$ cat config.mk
export PLATFORM = sky130hd
export DESIGN_NAME = filter_peak_detector
export DESIGN_NICKNAME = d
export VERILOG_FILES = /design/src/rtl/filter_peak_detector_pkg.sv /design/src/rtl/filter_peak_detector_baseline_tracker.sv /design/src/rtl/filter_peak_detector.sv
export SDC_FILE = /design/constraint.sdc
export NUM_CORES = 1
export LEC_CHECK = 0
export ABC_AREA = 1
export CAP_MARGIN = 25
export CORE_ASPECT_RATIO = 0.6
export CORE_UTILIZATION = 56
export DETAILED_ROUTE_END_ITERATION = 8
export PLACE_DENSITY = 0.85
export SYNTH_ARGS = -nofsm -noshare
export SYNTH_HDL_FRONTEND = slang
export SYNTH_HIERARCHICAL = 1
export SYNTH_SLANG_ARGS = --single-unit
$ cat constraint.sdc
create_clock -name clk -period 4.15 [get_ports clk]
set_clock_uncertainty 0.15 [all_clocks]
set_input_delay 0.415 -clock clk [delete_from_list [all_inputs] [get_ports clk]]
set_output_delay 0.415 -clock clk [all_outputs]
set_load 0.005 [all_outputs]
$ cat src/rtl/filter_peak_detector_pkg.sv
// Shared types and sizes for the filter peak detector.
package filter_peak_detector_pkg;

  localparam int SIZE_FILTER_DATA = 12;
  localparam int SIZE_TIMESTAMP   = 16;
  localparam int PD_DATA_WIDTH    = SIZE_FILTER_DATA + 4;

  typedef enum logic [1:0] {
    PD_IDLE = 2'd0,
    PD_RISE = 2'd1,
    PD_DEAD = 2'd2
  } pd_state_t;

  // Event record as seen by downstream readout; 'ptime' because 'time' is reserved.
  typedef struct packed {
    logic [PD_DATA_WIDTH-1:0]  amplitude;
    logic [SIZE_TIMESTAMP-1:0] ptime;
    logic                      pileup;
    logic                      timeout;
  } pd_event_t;

endpackage

$ cat src/rtl/filter_peak_detector_baseline_tracker.sv
// Slow baseline follower for the peak detector; present only with PEAK_DETECTOR_BASELINE_EN.
`ifdef PEAK_DETECTOR_BASELINE_EN
module peak_baseline_tracker #(
  parameter int DATA_WIDTH = 16,
  parameter int BL_SHIFT   = 4
) (
  input  logic                  clk,
  input  logic                  reset,
  input  logic                  enable,
  input  logic [DATA_WIDTH-1:0] input_data,
  output logic [DATA_WIDTH-1:0] corrected
);

  // Baseline carries BL_SHIFT fractional bits so small steps are not lost.
  logic [DATA_WIDTH+BL_SHIFT-1:0]        bl;
  logic [DATA_WIDTH-1:0]                 bl_int;
  logic signed [DATA_WIDTH+BL_SHIFT:0]   diff;
  logic signed [DATA_WIDTH+BL_SHIFT:0]   step;

  assign bl_int    = bl[DATA_WIDTH+BL_SHIFT-1:BL_SHIFT];
  assign diff      = $signed({1'b0, input_data, {BL_SHIFT{1'b0}}}) - $signed({1'b0, bl});
  assign step      = diff >>> BL_SHIFT;
  assign corrected = (input_data > bl_int) ? (input_data - bl_int) : '0;

  always_ff @(posedge clk or posedge reset) begin
    if (reset) begin
      bl <= '0;
    end else if (enable) begin
      bl <= bl + step[DATA_WIDTH+BL_SHIFT-1:0];
    end
  end

endmodule
`endif

$ cat src/rtl/filter_peak_detector.sv
// Threshold-crossing pulse detector with peak/timestamp capture, pile-up and timeout flags.
// Optional baseline subtraction is enabled by defining PEAK_DETECTOR_BASELINE_EN.
//
// state   | meaning
// IDLE    | armed, waiting for x > threshold
// RISE    | pulse in progress, tracking maximum and its first timestamp
// DEAD    | post-event dead time, re-arms only on a quiet input
module filter_peak_detector
  import filter_peak_detector_pkg::*;
#(
  parameter int DATA_WIDTH = SIZE_FILTER_DATA + 4,
  parameter int TS_WIDTH   = SIZE_TIMESTAMP,
  parameter int DEAD_TIME  = 8,
  parameter int MAX_LEN    = 64,
  parameter int PILEUP_GAP = 3,
  parameter int CNT_WIDTH  = 16,
  parameter int BL_SHIFT   = 4
) (
  input  logic                  clk,
  input  logic                  reset,
  input  logic [DATA_WIDTH-1:0] input_data,
  input  logic [DATA_WIDTH-1:0] threshold,
  output logic                  peak_valid,
  output logic [DATA_WIDTH-1:0] peak_amplitude,
  output logic [TS_WIDTH-1:0]   peak_time,
  output logic                  peak_pileup,
  output logic                  peak_timeout,
  output logic [CNT_WIDTH-1:0]  event_count,
  output logic                  busy
);

  localparam int LEN_W = $clog2(MAX_LEN + 1);
  localparam int GAP_W = $clog2(PILEUP_GAP + 1);
  localparam int DC_W  = $clog2(DEAD_TIME + 1);

  pd_state_t             state;
  logic [TS_WIDTH-1:0]   timestamp;
  logic [TS_WIDTH-1:0]   ptime;
  logic [DATA_WIDTH-1:0] peak;
  logic [LEN_W-1:0]      len;
  logic [GAP_W-1:0]      gap;
  logic [DC_W-1:0]       dead_cnt;
  logic                  pile;

  logic [DATA_WIDTH-1:0] x;
  logic                  above;
  logic                  new_max;
  logic                  pile_next;
  logic                  pulse_end;
  logic [DATA_WIDTH-1:0] peak_next;
  logic [TS_WIDTH-1:0]   ptime_next;

`ifdef PEAK_DETECTOR_BASELINE_EN
  peak_baseline_tracker #(
    .DATA_WIDTH (DATA_WIDTH),
    .BL_SHIFT   (BL_SHIFT)
  ) u_baseline (
    .clk        (clk),
    .reset      (reset),
    .enable     (state == PD_IDLE),
    .input_data (input_data),
    .corrected  (x)
  );
`else
  logic unused_bl_shift;
  assign unused_bl_shift = ^BL_SHIFT;
  assign x = input_data;
`endif

  // The terminating sample still counts toward the maximum.
  assign above      = x > threshold;
  assign new_max    = x > peak;
  assign peak_next  = new_max ? x : peak;
  assign ptime_next = new_max ? timestamp : ptime;
  assign pile_next  = pile | (new_max && (gap >= GAP_W'(PILEUP_GAP)));
  assign pulse_end  = !above || (len == LEN_W'(MAX_LEN - 1));
  assign busy       = (state != PD_IDLE);

  always_ff @(posedge clk or posedge reset) begin
    if (reset) begin
      state          <= PD_IDLE;
      timestamp      <= '0;
      ptime          <= '0;
      peak           <= '0;
      len            <= '0;
      gap            <= '0;
      dead_cnt       <= '0;
      pile           <= 1'b0;
      peak_valid     <= 1'b0;
      peak_amplitude <= '0;
      peak_time      <= '0;
      peak_pileup    <= 1'b0;
      peak_timeout   <= 1'b0;
      event_count    <= '0;
    end else begin
      timestamp  <= timestamp + TS_WIDTH'(1);
      peak_valid <= 1'b0;
      case (state)
        PD_IDLE: begin
          if (above) begin
            state <= PD_RISE;
            peak  <= x;
            ptime <= timestamp;
            len   <= LEN_W'(1);
            gap   <= '0;
            pile  <= 1'b0;
          end
        end
        PD_RISE: begin
          len   <= len + LEN_W'(1);
          peak  <= peak_next;
          ptime <= ptime_next;
          pile  <= pile_next;
          if (new_max) begin
            gap <= '0;
          end else if (gap != GAP_W'(PILEUP_GAP)) begin
            gap <= gap + GAP_W'(1);
          end
          if (pulse_end) begin
            peak_valid     <= 1'b1;
            peak_amplitude <= peak_next;
            peak_time      <= ptime_next;
            peak_pileup    <= pile_next;
            peak_timeout   <= above;
            if (event_count != '1) begin
              event_count <= event_count + CNT_WIDTH'(1);
            end
            dead_cnt <= DC_W'(DEAD_TIME);
            state    <= PD_DEAD;
          end
        end
        PD_DEAD: begin
          if (dead_cnt > DC_W'(1)) begin
            dead_cnt <= dead_cnt - DC_W'(1);
          end else if (!above) begin
            state <= PD_IDLE;
          end
        end
        default: state <= PD_IDLE;
      endcase
    end
  end

endmodule

run_1/pinout.png
Pins as bars across the die edge, other pins in grey.
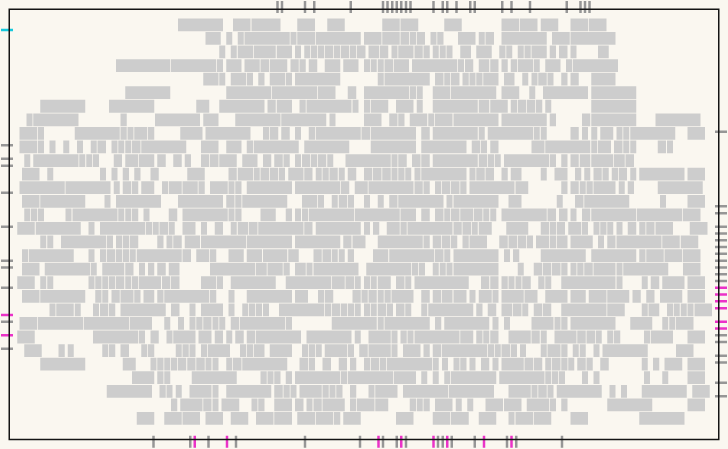
port	colour	pins	direction	edge
`clk`	cyan	1	input	west
`threshold`	magenta	16	input	8 south, 6 east, 2 west

run_1/clock_wires.png
Bar = 50 microns.
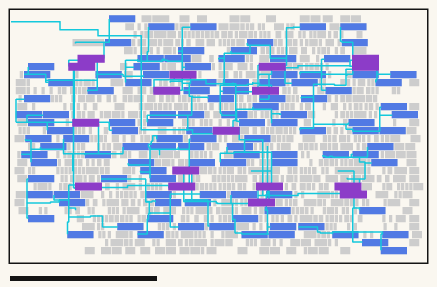
[clock-net drivers] purple | count: 17
[clock wires] cyan | length: 1,580 microns
[flip-flops] blue | count: 115
routed clock nets	18

==> flow_summary_export.csv, run 1 <==
group,metric,value,unit
status,status,"completed",
logic_synthesis,synth_cell_type_count,35,
placement,place_inst,1068,
logic_synthesis,yosys.area_share.simple,0.310,
cells_and_area,fillerInstances,833,
cts,clkLatencyLatePin,420,ps
power_and_ir_drop,p_clk,0.00148,W
drt,viasPerCell,5.45,
logic_synthesis,fa_ha_area_frac,0.0723,
cells_and_area,num-clock-buffers,21,
floorplan,die_h,85.9,microns
critical_path,crit_start,"input_data[11]",
worst_hold_path,hold_class,"in2async",
power_and_ir_drop,ir_drop,0.373,mV
critical_path,ff2ff_path_depth,11,
logic_synthesis,most_common_cell,"nand2_1",
timing,hold_viol_final,0,
cells_and_area,final_layout_top_logic_cells,"nand2_1, dfrtp_1, nand3_1",
placement,place.gp.congestion,0.886,
drt,ant_nets,0,
floorplan,fp-utilization,0.578,
timing,finalClockPeriodUsage,0.755,
cells_and_area,n_all_buffers,95,
logic_synthesis,xor_share,0.0386,
critical_path,crit_chain,"clkdlybuf4s50_1 -> ha_1 -> nand4_1 -> nor2_1 -> nand4_1 -> buf_4 -> nand2_2 -> nand2_1 -> nand2_2 -> nand2_1 -> nand2_1",
timing,slew-limit-headroom,0.508,
floorplan,chipWidth,142,microns
floorplan,taps,160,
power_and_ir_drop,power_frac_clock,0.269,
critical_path,crit_buf_inv,2,
logic_synthesis,ys_sh_aoi,0.0577,
power_and_ir_drop,power-top-group,"combinational cells",
floorplan,die_area,12200,sq um
logic_synthesis,async_reset_ff_frac,1.00,
critical_path,required,4350,ps
cells_and_area,final_core_util,0.714,
placement,dp_hpwl,10.9,mm
timing,rsz0062_at_grt,"no",
cts,root_buffer,"clkbuf_16",
timing,worst_slack,1020,ps
power_and_ir_drop,p_seq,0.00174,W
floorplan,ios,86,
logic_synthesis,synthTopCellsByCount,"nand2_1, dfrtp_1, nand3_1, inv_1, ha_1",
cells_and_area,finalNetCount,999,
logic_synthesis,synthTopCellsByArea,"dfrtp_1, nand2_1, nand3_1",
drt,vias,5996,
drt,met1Wirelength,7.56,mm
logic_synthesis,synth-edff-count,0,
logic_synthesis,synthCells,844,
grt,grt_busiest_layer,"met1",
critical_path,worst-endpoint-arrival,3330,ps
critical_path,crit_path_top_delay_cell,"clkdlybuf4s50_1",
cells_and_area,dominant-cell-class,"combinational gates",
power_and_ir_drop,seqPwrFrac,0.316,
cts,cts_resized,0,
grt,antenna_found_initial,0,
run,warnings,27,
logic_synthesis,synth-main-ff-cell,"dfrtp_1",
cells_and_area,n_all_inverters,97,
cells_and_area,comb_cells,601,
timing,fmax,319,MHz
logic_synthesis,synth.area.mux_share,0,
drt,drc,0,
cells_and_area,comb_area_frac,0.388,
cells_and_area,buf_share,0.114,
drt,top_layer_used,"met4",
cts,ctsLongestPathBuffers,2,
grt,grt_pass1_wl,27.4,mm
logic_synthesis,syn_area_per_cell,7.79,sq um
cells_and_area,drive_gt1_frac,0.0691,
power_and_ir_drop,p_switching,0.00213,W
grt,gr-total-overflow,0,
critical_path,crit_type,"in2reg",
grt,grtUsageTotal,0.289,
cts,cts_max_level,4,
timing,period_needed,3130,ps
grt,met1_usage,0.426,
cts,tritoncts,"built",
critical_path,cp-endpoint,"peak[14]$_DFFE_PP0P_",
logic_synthesis,ys.flops,115,
logic_synthesis,ys_seq_frac,0.438,
cts,hold_buffers,0,
run_1/placed.png
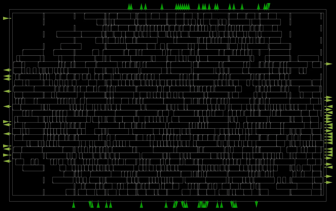
Seq/total area: 0.355
Core Area: 11,400 sq um
flop count: 115
FP Rows: 30

--- run 2 (diff from run 1) ---
clock period = 2.9 ns   (was 4.15 ns; I/O delays follow)
run_2/m3.png
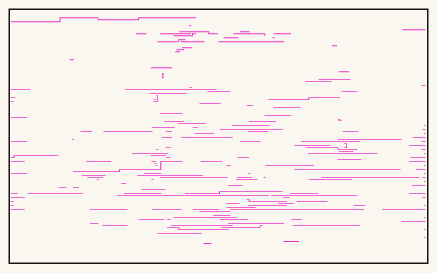
wire length on this layer	1,450 microns
share of all routed wire	8.2%
met3 usage: 0.0642
total wire length: 17.7 mm

run_2/util_map.png
14 x 9 tiles, from white (low) to dark blue (high), 0 to 100% covered.
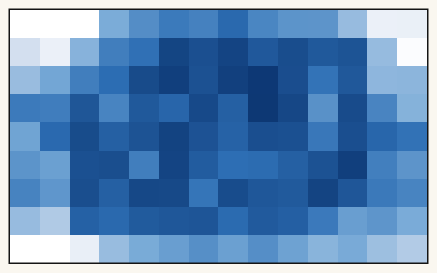
tiles over 75% full	48%
emptiest ninth of the die	north-west
mean over tiles	66%

==> run 2 against run 1 <==
Effect of this change: critical path depth is 1 lower; die area stayed put; non-clock buffer count increased by 10; via count is 0.57% higher; worst hold slack got worse by 170 ps; final area increased by 2.1%; cell count is 1.0% higher; sequential share of layout area shrank 0.74 points; core utilization rose by 1.5 points; combinational power grew 54%; clock power up 46%; clock-buffer cell count up 1; largest cell class unchanged; highest routed layer unchanged.
==> flow_summary_export.csv, run 2 <==
group,metric,value,unit
drt,vias,6030,
logic_synthesis,ys_sh_aoi,0.0577,
critical_path,crit_type,"in2reg",
placement,place_inst,1078,
cells_and_area,clockNetworkAreaShare,0.0740,
status,status,"completed",
floorplan,fp-utilization,0.578,
grt,gr-total-overflow,0,
cells_and_area,buf_share,0.130,
cts,tritoncts,"built",
power_and_ir_drop,p_switching,0.00316,W
logic_synthesis,synthTopCellsByCount,"nand2_1, dfrtp_1, nand3_1, inv_1, ha_1",
cts,hold_buffers,0,
grt,grt_pass1_wl,29.5,mm
cells_and_area,n_all_buffers,105,
floorplan,coreArea,11400,sq um
timing,slew-limit-headroom,0.515,
grt,grt_pass1_vias,5894,
run,maxCapViolCount,0,
grt,antenna_found_initial,1,
cts,cts_resized,0,
cells_and_area,num-clock-buffers,22,
floorplan,ios,86,
power_and_ir_drop,p_seq,0.00250,W
logic_synthesis,synth-edff-count,0,
critical_path,r2r-start,"peak[15]$_DFFE_PP0P_",
cts,ctsLongestPathBuffers,2,
cts,cts_max_level,4,
cells_and_area,finalNetCount,1009,
placement,dp_hpwl,11.6,mm
cells_and_area,sh_seq_area,0.347,
floorplan,die_area,12200,sq um
logic_synthesis,fa_ha_area_frac,0.0723,
timing,period_needed,2400,ps
critical_path,crit_start,"input_data[11]",
critical_path,crit_buf_inv,2,
cells_and_area,comb_area_frac,0.380,
timing,worst_slack,497,ps
worst_hold_path,hold_class,"in2async",
drt,top_layer_used,"met4",
drt,drc,0,
floorplan,fp-row-count,30,
logic_synthesis,ys.flops,115,
floorplan,chipWidth,142,microns
cts,clkLatencyLatePin,410,ps
cts,root_buffer,"clkbuf_16",
timing,rsz0062_at_grt,"no",
timing,fmax,416,MHz
cells_and_area,final_core_util,0.729,
logic_synthesis,synthCells,844,
logic_synthesis,most_common_cell,"nand2_1",
cts,cts_buffers,17,
critical_path,worst-endpoint-arrival,2600,ps
logic_synthesis,synth.area.mux_share,0,
logic_synthesis,xor_share,0.0386,
power_and_ir_drop,p_clk,0.00216,W
placement,place.gp.congestion,0.860,
grt,grt_busiest_layer,"met2",
cells_and_area,final_layout_top_logic_cells,"nand2_1, dfrtp_1, nand3_1",
drt,met1Wirelength,8.28,mm
floorplan,die_h,85.9,microns
timing,finalClockPeriodUsage,0.829,
critical_path,cp-end-kind,"flip-flop",
critical_path,required,3090,ps
power_and_ir_drop,seqPwrFrac,0.307,
logic_synthesis,synth-main-ff-cell,"dfrtp_1",
logic_synthesis,async_reset_ff_frac,1.00,
cells_and_area,seq_cell_count,115,
logic_synthesis,synthTopCellsByArea,"dfrtp_1, nand2_1, nand3_1",
grt,grtUsageTotal,0.315,
cells_and_area,dominant-cell-class,"combinational gates",
timing,hold_viol_final,0,
cells_and_area,n_all_inverters,97,
logic_synthesis,synth_cell_type_count,35,
cells_and_area,drive_gt1_frac,0.0800,
cells_and_area,comb_cells,601,
logic_synthesis,ys_seq_frac,0.438,
critical_path,crit_chain,"clkdlybuf4s50_1 -> ha_1 -> nand4_1 -> nor3_2 -> nand2_1 -> nand2_1 -> nand3_1 -> inv_1 -> nand2_1 -> nand3_1",
logic_synthesis,yosys.area_share.simple,0.310,
grt,use_met2,0.461,
critical_path,crit_path_top_delay_cell,"clkdlybuf4s50_1",
critical_path,ff2ff_path_depth,9,
run,warnings,27,
floorplan,taps,160,
power_and_ir_drop,power_frac_clock,0.264,
--- run 3 (diff from run 2) ---
CORE_UTILIZATION = 51   (was 56)
PLACE_DENSITY = 0.82   (was 0.85)
clock period = 2.2 ns   (was 2.9 ns; I/O delays follow)
run_3/pinout.png
Pins as bars across the die edge, other pins in grey.
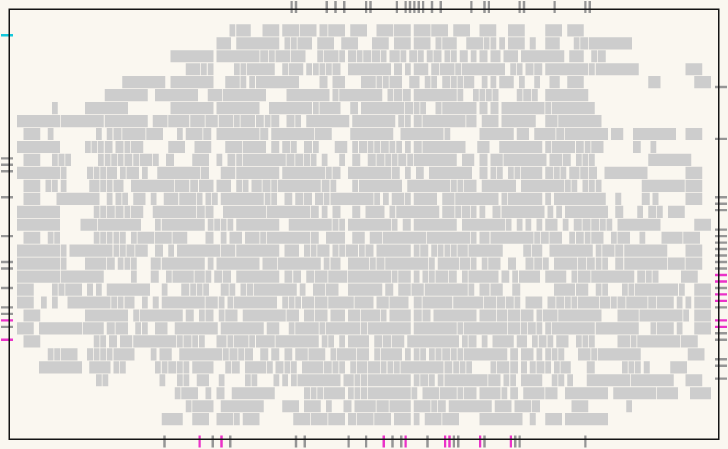
port	colour	pins	direction	edge
`threshold`	magenta	16	input	8 south, 6 east, 2 west
`clk`	cyan	1	input	west
Die H: 90.0 microns
Die Span X: 149 microns

run_3/placed.png
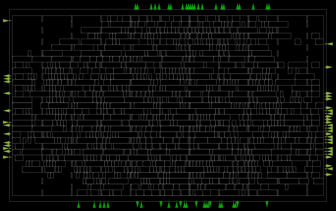
Core Area: 12,300 sq um
FP Rows: 31
Finished Layout Cells: 1,159
TAP cells: 165

==> run 3 against run 2 <==
Effect of this change: the flow now finishes with violations (setup timing); setup slack worse by 510 ps; flip-flop count stayed put; critical path type is now reg2reg; cell count is 4.3% higher; via count is 4.5% higher; largest cell class unchanged.
==> flow_summary_export.csv, run 3 <==
group,metric,value,unit
logic_synthesis,synthTopCellsByCount,"nand2_1, dfrtp_1, nand3_1, inv_1, ha_1",
drt,met1Wirelength,8.44,mm
power_and_ir_drop,p_switching,0.00447,W
cells_and_area,seq_cell_count,115,
power_and_ir_drop,p_clk,0.00278,W
floorplan,die_area,13400,sq um
cells_and_area,dominant-cell-class,"combinational gates",
logic_synthesis,ys.flops,115,
drt,vias,6300,
power_and_ir_drop,p_seq,0.00331,W
logic_synthesis,xor_share,0.0386,
cells_and_area,n_all_inverters,97,
cts,clkLatencyLatePin,410,ps
logic_synthesis,synth_cell_type_count,35,
status,status,"finished with violations",
run,maxCapViolCount,0,
timing,finalClockPeriodUsage,1.01,
critical_path,worst-endpoint-arrival,2340,ps
drt,top_layer_used,"met4",
logic_synthesis,synthCells,844,
logic_synthesis,synth-edff-count,0,
cts,tritoncts,"built",
logic_synthesis,fa_ha_area_frac,0.0723,
critical_path,crit_type,"reg2reg",
logic_synthesis,synthTopCellsByArea,"dfrtp_1, nand2_1, nand3_1",
timing,slew-limit-headroom,0.707,
cts,ctsLongestPathBuffers,2,
grt,antenna_found_initial,0,
critical_path,ff2ff_path_depth,11,
cells_and_area,n_all_buffers,151,
cts,root_buffer,"clkbuf_16",
critical_path,crit_path_top_delay_cell,"dfrtp_1",
logic_synthesis,yosys.area_share.simple,0.310,
cells_and_area,buf_share,0.167,
timing,hold_viol_final,0,
critical_path,required,2330,ps
cells_and_area,drive_gt1_frac,0.157,
run,warnings,27,
placement,dp_hpwl,12.0,mm
logic_synthesis,async_reset_ff_frac,1.00,
grt,use_met2,0.391,
drt,wl,18.6,mm
cells_and_area,final_core_util,0.728,
cells_and_area,comb_cells,601,
cells_and_area,final_layout_top_logic_cells,"nand2_1, dfrtp_1, nand3_1",
power_and_ir_drop,power_frac_clock,0.242,
grt,grt_pass1_vias,5732,
grt,grt_pass1_wl,28.4,mm
status,violations,"setup timing",
power_and_ir_drop,seqPwrFrac,0.288,
cells_and_area,num-clock-buffers,26,
critical_path,r2r-start,"peak[11]$_DFFE_PP0P_",
cells_and_area,finalNetCount,1055,
logic_synthesis,most_common_cell,"nand2_1",
logic_synthesis,synth-main-ff-cell,"dfrtp_1",
critical_path,crit_buf_inv,2,
cells_and_area,clockNetworkAreaShare,0.0658,
placement,place.gp.congestion,0.887,
logic_synthesis,ys_seq_frac,0.438,
timing,setup_viol,1,
critical_path,crit_start,"peak[11]$_DFFE_PP0P_",
drt,drc,0,
timing,worst_slack,-15.3,ps
critical_path,cp-end-kind,"flip-flop",
Power figures rest on the tool's default switching activity, not on a simulated workload.
